==> config.mk <==
export PLATFORM = sky130hd
export DESIGN_NAME = fetch_stage_flat
export DESIGN_NICKNAME = d
export VERILOG_FILES = /design/src/rtl/rv32i_pkg.sv /design/src/rtl/fetch_stage_if.sv /design/src/rtl/fetch_fifo.sv /design/src/rtl/fetch_stage.sv /design/src/flat_wrapper.sv
export SDC_FILE = /design/constraint.sdc
export NUM_CORES = 1
export LEC_CHECK = 0
export ABC_CLOCK_PERIOD_IN_PS = 8500
export CORE_ASPECT_RATIO = 1.4
export CORE_UTILIZATION = 45
export CTS_CLUSTER_SIZE = 12
export DETAILED_ROUTE_END_ITERATION = 7
export GPL_TIMING_DRIVEN = 0
export PLACE_DENSITY = 0.68
export SYNTH_ARGS = -nofsm -noshare
export SYNTH_HDL_FRONTEND = slang
export SYNTH_HIERARCHICAL = 1
export SYNTH_SLANG_ARGS = --single-unit
==> constraint.sdc <==
create_clock -name clk -period 8.5 [get_ports clk]
set_input_delay 1.7 -clock clk [delete_from_list [all_inputs] [get_ports clk]]
set_output_delay 1.7 -clock clk [all_outputs]
set_load 0.005 [all_outputs]
### Cell placement, run 1

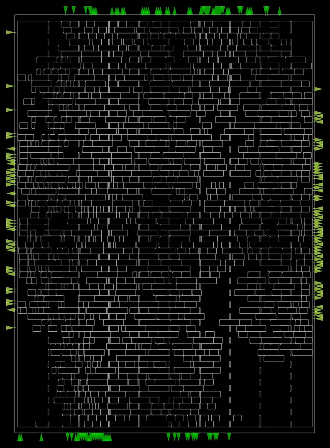
sequential cell count: 236
number of placement rows: 68
Final Instance Count excl. Fillers: 1366

### Layout detail, run 1

Bar = 10 um. Window x 56 to 81, y 45 to 70 um. Cells in gray, sequential cells in the stronger gray; small squares are vias.
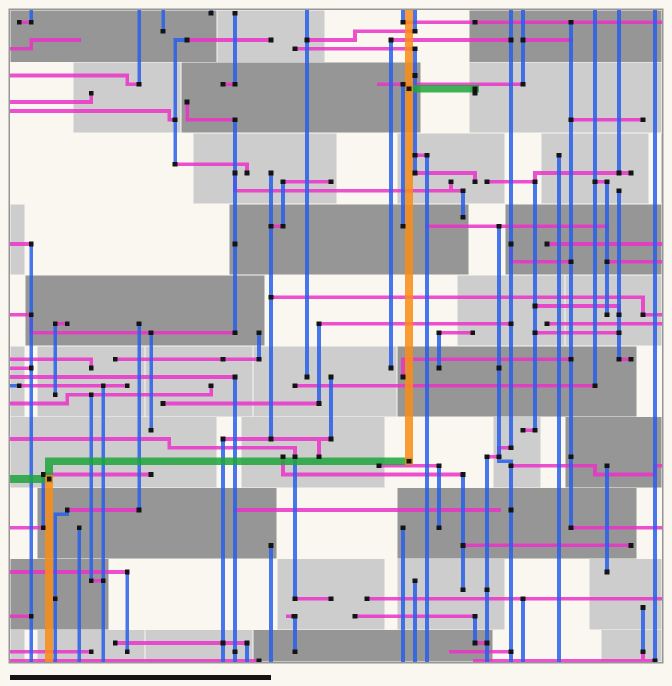
legend:
  metal 3:
    color: green
  metal 4:
    color: orange
  metal 2:
    color: blue
  metal 1:
    color: magenta
sequential cells in the window: 9
cells with their middle in the window: 26
most frequent: mux2_2 (9), dfrtp_1 (9), mux2_4 (4)

### Clock distribution, run 1

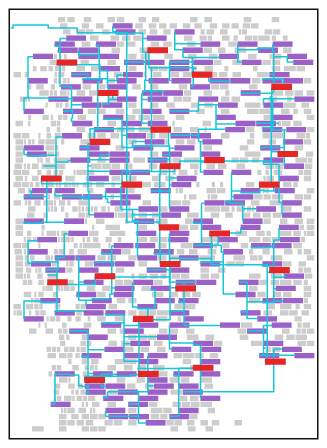
legend:
  clock drivers:
    color: red
    count: 25
  flip-flops:
    color: purple
    count: 236
  clock wires:
    color: cyan
    length: 2990 um
flops lie: widely spread
clock network power: 1.02 mW
clock network power share: 27.1%
Layout Skew: 0.0151 ns
Clk Latency, worst-skew pair: 0.52 ns

### Routed metal per tile, run 1

27 x 38 tiles, from black (low) to pale yellow (high), scaled to the fullest tile. Values are wire area over tile area, all layers added.
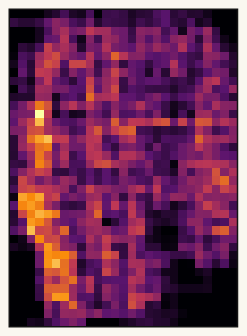
densest ninth of the die: left middle
mean over tiles: 0.15
tiles over half the peak: 12%
fullest tile: 0.55
final WL: 25700 um
aggregate global-route resource usage: 20.1%

==> writeup.txt <==
The flow ran to the end, and the final reports show no timing, DRC or antenna violations. On the worst path, the slowest cell contributes a delay of 0.57 ns. The floorplan utilization was 46.0%. The root buffer cell chosen for the clock tree is sky130_fd_sc_hd__clkbuf_16. The synthesized area per cell came out at 13.6 sq um.

Per the post-synthesis report, the number of cells in the design is 839. For this run, the script counts the antenna cells in the layout as 0. H-tree depth: 1. Max-cap violations in this run came to 0.

The clock-pin slew of the registers on the worst-case setup and hold paths was 0.06 ns; the total of hold buffers inserted after clock tree synthesis was 0. Setup repair after global routing left no endpoint under its margin. Once layout is done, the placed cells without fillers occupy 14300 sq um. After synthesis, the design contains 839 cells according to Yosys.

Post-CTS repair ended up resizing 0 cells. The share of synthesized cell area in full adder, half adder and majority cells works out to 1.16%. The synthesized netlist contains 50 unique library cells.

The post-layout worst setup margin was 2.98 ns; the clock sink count was 236. Most common cell after layout, fill and taps aside: sky130_fd_sc_hd__mux2_2. The final layout contains 1119 nets.

For the amount of wire on met3 after detailed routing, the log shows 1070 um. STA classifies the critical path startpoint as a primary input. The run gives 0 as the DRC violation count after routing.

Relative to the synthesized area, the layout overhead comes to 24.9%. In this build the clock could be raised as far as 0.181 GHz. Warning total across the stage logs: 32.

The depth of the worst hold-timing path works out to 1. The average wire per standard cell is 18.8 um. Multiplexer cells account for 30.4% of the synthesized area. For reference, the final report shows the max-slew violation count at 0.

Largest area contributor in the synthesized netlist: sky130_fd_sc_hd__dfrtp_1. The violation count after the first detailed-routing iteration is 252, and the xor-xnor portion of the synthesized cell area is 1.62%. After its last routability iteration, the placer logged a weighted congestion of 0.839. The fraction of the cycle the final worst path needs works out to 64.9%. Port buffering added 165 buffers.

Per the summary, power density relative to cell area is 263 nW/um^2. The run gives 24800 sq um as the core area. Per the final timing report, the hold violations number 0. The run gives 7712 as the via count of the first global-routing pass.

The main kind of combinational logic by area was multiplexers. The run gives 12900 um as the sum of met2 wire segment lengths after detailed routing. According to the report, the first pass of detailed routing completed in 4 iterations. The highest layer touched by signal routing is met4.

The tools report the data required time of the worst path as 6.80 ns. The most used flip-flop cell after synthesis is sky130_fd_sc_hd__dfrtp_1. The first global-routing pass estimated 41000 um of wire. After synthesis the netlist holds a flip-flop and latch count of 236.

The number of enable flip-flop cells came out at 0. The most common logic cells in the final layout are sky130_fd_sc_hd__mux2_2 (239), sky130_fd_sc_hd__dfrtp_1 (236), sky130_fd_sc_hd__clkdlybuf4s50_1 (164). The power report puts the leakage power at 6.48 nW.

Yosys instantiated no cell more often than sky130_fd_sc_hd__mux2_2. Hold timing on the final database bottoms out at a slack of 0.485 ns. The run gives 130 for the flip-flop count of the largest register, all copies and words added. In this run the critical path is formed by clkdlybuf4s50_1 -> clkbuf_1 -> clkbuf_1 -> nor4b_1 -> clkdlybuf4s50_1.

The worst setup path is captured at an output port. Entering global routing, the biggest net connects 123 pins. In this run the horizontal extent of the chip is 137 um. The slack of the worst reg-to-reg path is 5.41 ns, and the post-synth design cell area is 11400 sq um.

The number of top-level pins is 170, and the fraction of post-synthesis cell area in the top cell type by area is 51.6%. The final timing report counts setup violations totalling 0. The type of the worst min-delay path was flip-flop to flip-flop.

Cells fill 57.5% of the core in the end. The tools report the worst relative slew slack as 39.5%. The highest net fanout along the worst path works out to 10.

The clock passes through at most 3 buffers. Per the synthesis report, the simple-gate share of the synthesized area is 8.20%. The cell with the biggest individual delay on the critical path was sky130_fd_sc_hd__clkdlybuf4s50_1. The worst register-to-register path depth is 9. After detailed placement, the design holds a cell count of 1326.

The proportion of register bits with asynchronous set or reset after synthesis is 100%, and the number of antenna violations at the first check in global routing is 0. According to the timing report, the arrival time at the worst endpoint equals 3.82 ns. With the share of synthesized area occupied by flip-flops and latches at 51.6%, the synthesis warning total is 6. After Yosys synthesis, AND-OR and OR-AND compound gates account for 3.07% of the synthesized area.

The script logs the ratio of routed vias to standard cells as 5.35. After layout, the minimum clock period comes to 5.52 ns. Per the OpenROAD floorplan log, the area of the die is 26100 sq um. The global route total overflow is 0, and the worst IR drop on VDD is 0.185 mV. With the post-route total power at 3.76 mW, the sum of routed wire segments on met1 is 11100 um.
[run 1: worst max-delay path, delay by kind of cell]
kind	cells	cell delay, ns
buf+inv	4	1.74
simple gates	1	0.38
[run 1: layer usage]
layer,global-route usage [%],vias to the layer above
met5,0,-
met4,5.98,0
met3,2.63,39
met2,35.3,174
met1,25.4,3692
li1,-,3400
[run 1: final cells by class]
cell class / instances / area (sq um)
clock inverters: 5 / 56.3
plain buffers: 53 / 394
repair buffers: 166 / 1680
clock buffers: 35 / 693
flip-flops and latches: 236 / 5910
multi-input cells: 543 / 5110
fillers: 2076 / 10600
well taps: 315 / 394
inverters: 13 / 48.8
[run 1: report_power, final]
group	total [mW]	internal, mW	switching (mW)	leakage (nW)
sequential	1.60	1.43	0.178	3.09
combinational	1.14	0.768	0.371	3.03
clock	1.02	0.593	0.429	0.365
Power is estimated from default activity; no workload was simulated.
